==> src/rtl/shape_processor_pkg.sv <==
// Shared types, field positions and legality rule
// for the multi-channel shape processor.
package shape_processor_pkg;

  typedef enum logic [1:0] {
    CIRCLE    = 2'd0,
    RECTANGLE = 2'd1,
    TRIANGLE  = 2'd2
  } shape_e;

  typedef enum logic [4:0] {
    NOP       = 5'd0,
    PERIMETER = 5'd1,
    AREA      = 5'd2,
    SCALE     = 5'd3
  } operation_e;

  typedef enum logic [1:0] {
    ST_IDLE,
    ST_BUSY,
    ST_DONE
  } state_e;

  typedef struct packed {
    shape_e     shape;
    operation_e operation;
  } ctrl_t;

  localparam int START_BIT = 31;
  localparam int SHAPE_LSB = 16;
  localparam int OP_LSB    = 0;
  localparam int BUSY_BIT  = 31;
  localparam int DONE_BIT  = 30;
  localparam int ERR_BIT   = 29;

  function automatic logic is_legal(
    input logic [1:0] shape,
    input logic [4:0] operation
  );
    logic ok;
    ok = (shape != 2'd3)
      && (operation < 5'd4)
      && !((shape == TRIANGLE)
        && (operation == SCALE));
    return ok;
  endfunction

  function automatic logic [31:0] status_word(
    input logic  busy,
    input logic  done,
    input logic  err,
    input ctrl_t c
  );
    logic [31:0] w;
    w = '0;
    w[BUSY_BIT]       = busy;
    w[DONE_BIT]       = done;
    w[ERR_BIT]        = err;
    w[SHAPE_LSB +: 2] = c.shape;
    w[OP_LSB +: 5]    = c.operation;
    return w;
  endfunction

endpackage

==> src/rtl/shape_processor_channel.sv <==
// One channel: control fields, busy sequencer
// and sticky done/err flags.
module shape_processor_channel
  import shape_processor_pkg::*;
#(
  parameter int OP_CYCLES = 3
) (
  input  logic  clk,
  input  logic  rst_n,
  input  logic  load,
  input  logic  start,
  input  logic  fault,
  input  logic  clear,
  input  ctrl_t wr_ctrl,
  output ctrl_t ctrl,
  output logic  busy,
  output logic  done,
  output logic  err
);

  localparam logic [7:0] LAST = 8'(OP_CYCLES - 1);

  state_e     state_q, state_d;
  logic [7:0] cnt_q, cnt_d;
  ctrl_t      ctrl_q, ctrl_d;
  logic       done_q, done_d;
  logic       err_q, err_d;

  always_ff @(posedge clk or negedge rst_n) begin
    if (!rst_n) begin
      state_q <= ST_IDLE;
      cnt_q   <= '0;
      ctrl_q  <= '{shape: CIRCLE, operation: NOP};
      done_q  <= 1'b0;
      err_q   <= 1'b0;
    end else begin
      state_q <= state_d;
      cnt_q   <= cnt_d;
      ctrl_q  <= ctrl_d;
      done_q  <= done_d;
      err_q   <= err_d;
    end
  end

  // Read clears go first so same-cycle sets win.
  always_comb begin
    state_d = state_q;
    cnt_d   = cnt_q;
    ctrl_d  = ctrl_q;
    done_d  = done_q;
    err_d   = err_q;
    if (clear) begin
      done_d = 1'b0;
      err_d  = 1'b0;
    end
    if (fault) err_d = 1'b1;
    if (load) ctrl_d = wr_ctrl;
    unique case (state_q)
      ST_IDLE: begin
        if (start) begin
          state_d = ST_BUSY;
          cnt_d   = '0;
        end
      end
      ST_BUSY: begin
        if (cnt_q == LAST) begin
          state_d = ST_DONE;
          cnt_d   = '0;
          done_d  = 1'b1;
        end else begin
          cnt_d = cnt_q + 8'd1;
        end
      end
      ST_DONE: begin
        if (start) begin
          state_d = ST_BUSY;
          cnt_d   = '0;
          done_d  = 1'b0;
        end
      end
      default: begin
        state_d = ST_IDLE;
        cnt_d   = '0;
      end
    endcase
  end

  assign ctrl = ctrl_q;
  assign busy = (state_q == ST_BUSY);
  assign done = done_q;
  assign err  = err_q;

endmodule

==> src/rtl/shape_processor_mc.sv <==
// Multi-channel shape control block: address
// decode, legality check, read register, error.
module shape_processor_mc
  import shape_processor_pkg::*;
#(
  parameter int NUM_CHANNELS = 4,
  parameter int OP_CYCLES    = 3,
  localparam int AW =
    (NUM_CHANNELS > 1) ? $clog2(NUM_CHANNELS) : 1
) (
  input  logic          clk,
  input  logic          rst_n,
  input  logic [AW-1:0] addr,
  input  logic          write,
  input  logic [31:0]   write_data,
  input  logic          read,
  output logic [31:0]   read_data,
  output logic          error
);

  logic [NUM_CHANNELS-1:0] sel;
  logic [NUM_CHANNELS-1:0] busy_v;
  logic [NUM_CHANNELS-1:0] done_v;
  logic [NUM_CHANNELS-1:0] err_v;
  ctrl_t                   ctrl_v [NUM_CHANNELS];
  logic [31:0]             stat_v [NUM_CHANNELS];

  logic        wr_start;
  logic [1:0]  wr_shape;
  logic [4:0]  wr_op;
  ctrl_t       wr_ctrl;
  logic        hit;
  logic        busy_hit;
  logic        legal;
  logic        go;
  logic [31:0] rd_word;
  logic        unused_bits;

  assign wr_start = write_data[START_BIT];
  assign wr_shape = write_data[SHAPE_LSB +: 2];
  assign wr_op    = write_data[OP_LSB +: 5];
  assign wr_ctrl  = '{
    shape:     shape_e'(wr_shape),
    operation: operation_e'(wr_op)
  };
  assign unused_bits = ^{
    write_data[30:18],
    write_data[15:5]
  };

  // Out-of-range addresses select nothing.
  assign hit      = |sel;
  assign busy_hit = |(sel & busy_v);
  assign legal    = hit
    && is_legal(wr_shape, wr_op)
    && !(wr_start && busy_hit);
  assign go       = wr_start && (wr_op != NOP);

  for (genvar i = 0; i < NUM_CHANNELS; i++) begin : g_ch
    assign sel[i] = (addr == AW'(i));

    shape_processor_channel #(
      .OP_CYCLES(OP_CYCLES)
    ) u_ch (
      .clk    (clk),
      .rst_n  (rst_n),
      .load   (write && sel[i] && legal),
      .start  (write && sel[i] && legal && go),
      .fault  (write && sel[i] && !legal),
      .clear  (read && sel[i]),
      .wr_ctrl(wr_ctrl),
      .ctrl   (ctrl_v[i]),
      .busy   (busy_v[i]),
      .done   (done_v[i]),
      .err    (err_v[i])
    );

    assign stat_v[i] = status_word(
      busy_v[i], done_v[i], err_v[i], ctrl_v[i]);
  end

  always_comb begin
    rd_word = '0;
    for (int i = 0; i < NUM_CHANNELS; i++) begin
      if (sel[i]) rd_word = stat_v[i];
    end
  end

  always_ff @(posedge clk or negedge rst_n) begin
    if (!rst_n) begin
      read_data <= '0;
      error     <= 1'b0;
    end else begin
      error <= write && !legal;
      if (read) read_data <= rd_word;
    end
  end

endmodule

==> config.mk <==
export PLATFORM = sky130hd
export DESIGN_NAME = shape_processor_mc
export DESIGN_NICKNAME = d
export VERILOG_FILES = /design/src/rtl/shape_processor_pkg.sv /design/src/rtl/shape_processor_channel.sv /design/src/rtl/shape_processor_mc.sv
export SDC_FILE = /design/constraint.sdc
export NUM_CORES = 1
export LEC_CHECK = 0
export ABC_AREA = 1
export CAP_MARGIN = 20
export CORE_AREA = 2 2 129 131
export DETAILED_ROUTE_END_ITERATION = 8
export DIE_AREA = 0 0 131 133
export REMOVE_ABC_BUFFERS = 1
export SLEW_MARGIN = 5
export SYNTH_ARGS = -nofsm -noshare
export SYNTH_HDL_FRONTEND = slang
export SYNTH_SLANG_ARGS = --single-unit
export TNS_END_PERCENT = 100
==> constraint.sdc <==
create_clock -name clk -period 3.5 [get_ports clk]
set_input_delay 0.7 -clock clk [delete_from_list [all_inputs] [get_ports clk]]
set_output_delay 0.7 -clock clk [all_outputs]
set_load 0.01 [all_outputs]
==> results.cfg <==
; physical design summary
[run_status]
status = finished, final reports clean

[logic_synthesis]
synth_seq_share = 0.444
synth-simple-area-share = 0.251
top_cells_by_count = nand2_1, dfrtp_1, inv_1
ys_cells = 606
aoi_share = 0.0923
synth_top_area_share = 0.444
synth-seq-cells = 87
synthAdderAreaFrac = 0.0689
syn_inst = 606

[pwr]
switching_share = 0.381
seqPwrFrac = 0.392
p_int_mw = 2.04
peakVddDrop_v = 0.000257
p_clk_mw = 0.935
top_power_group = registers

[grt]
overflow = 0
grt_pass1_wl_um = 16800
grt_max_degree = 60

[worst_setup_path]
r2r_cells = 10
cp_num_cells = 11
crit_start = addr[1]
arrival_ns = 2.77
r2r_end = g_ch[0].u_ch.cnt_q[1]
cp-end-kind = register
max_stage_delay_ns = 0.68
crit_slowest_cell = clkdlybuf4s50_1

[placed_design]
dp_hpwl_um = 6980

[route]
ant_nets = 0

[final_timing]
finalSetupViolations = 0
finalHoldViolCount = 0
tightest_slew_ns = 0.759
slew_headroom = 0.494

[clocking]
clkTransAtPathRegs_ns = 0.06
cts_buffers = 9
cts.repair.resized = 0

[run]
openroad.warnings = 68
area by class of cell:
class | instances | area [um^2]
inverters | 66 | 248
fillers | 1698 | 10600
clock inverters | 6 | 48.8
clock buffers | 10 | 239
flip-flops and latches | 87 | 2180
multi-input cells | 437 | 2280
repair buffers | 32 | 298
well taps | 220 | 275
routing by layer:
layer,track usage,share of wire,vias up
li1,-,-,1940
met1,0.164,0.49,1675
met2,0.189,0.46,52
met3,0.0210,0.027,21
met4,0.0514,0.022,0
met5,0,0,-
metrics by stage:
step | power, mW | hold WS, ns | instance area, um^2 | util
detailed placement | 2.39 | 0.449 | 5280 | 0.326
global placement | 2.38 | 0.446 | 5280 | 0.326
CTS | 3.34 | 0.460 | 5570 | 0.344
global route | 3.56 | 0.479 | 5570 | 0.344
finish | 3.29 | 0.395 | 5570 | 0.344
floorplan | 2.05 | 0.404 | 4710 | -
state kept, by name, summed over array words and instances, names as in the netlist:
signal	cells
g_ch.u_ch.ctrl	28
g_ch.u_ch.err	4
g_ch.u_ch.state_q	8
g_ch.u_ch.cnt_q	32
read_data	10
g_ch.u_ch.done	4
error	1
layout by cell type (no fill, tap or decap), types with 3 or more instances in the layout:
cell type	netlist	routed
inv_2	3	3
nor3_1	10	10
a41oi_1	9	9
clkbuf_16	0	9
xnor2_1	3	3
conb_1	1	22
buf_4	23	9
nand2_2	6	6
a21oi_1	13	13
o21ai_0	20	20
a22o_1	3	3
inv_6	0	4
nand3_1	23	23
ha_1	27	27
o21ai_1	14	14
o22ai_1	9	9
xor2_1	17	17
nor2_1	59	59
dfrtp_1	87	87
clkdlybuf4s50_1	0	23
nand4_1	7	7
nand2_1	181	181
inv_1	62	62
nand3_2	4	4
met1.png
Bar = 50 um.
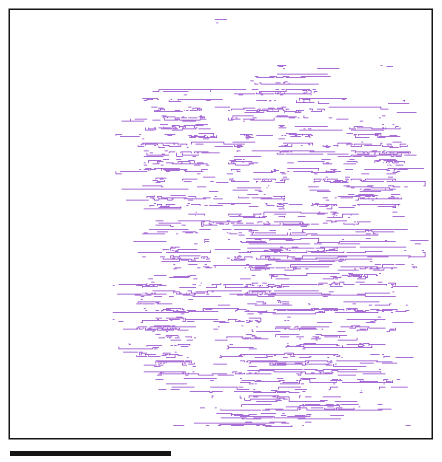
The longest straight run is 33.6 um. 604 nets have wire on it.
vias: 3688
GR Layer Usage met1: 0.164
Routed WL: 9790 um

met2.png
Bar = 50 um. Cells faint in the background.
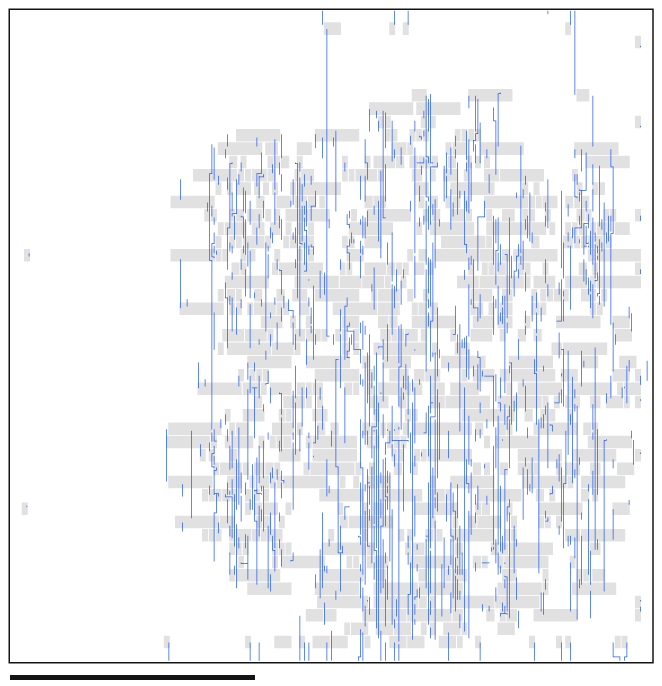
The longest straight run is 62.6 um. The layer holds 46% of the routed length. The wires run mostly vertical.
met2 Usage GRT: 0.189

met3.png
Bar = 50 um. Cells faint in the background.
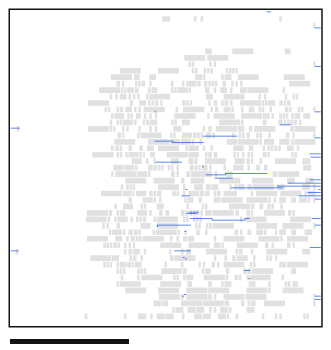
31 nets have wire on it. The layer carries 261 um of wire.
met3 usage in global routing: 0.0210

met4.png
Bar = 50 um.
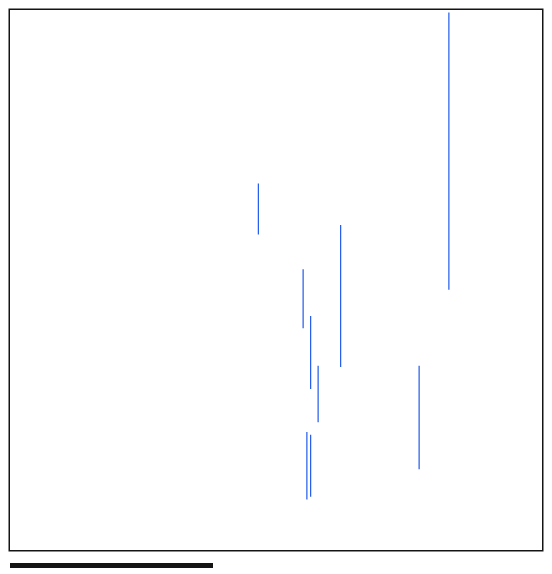
The wires run mostly vertical. 6 nets have wire on it. The layer carries 217 um of wire.

No activity file was given, so power comes from the tool's default toggle rates.
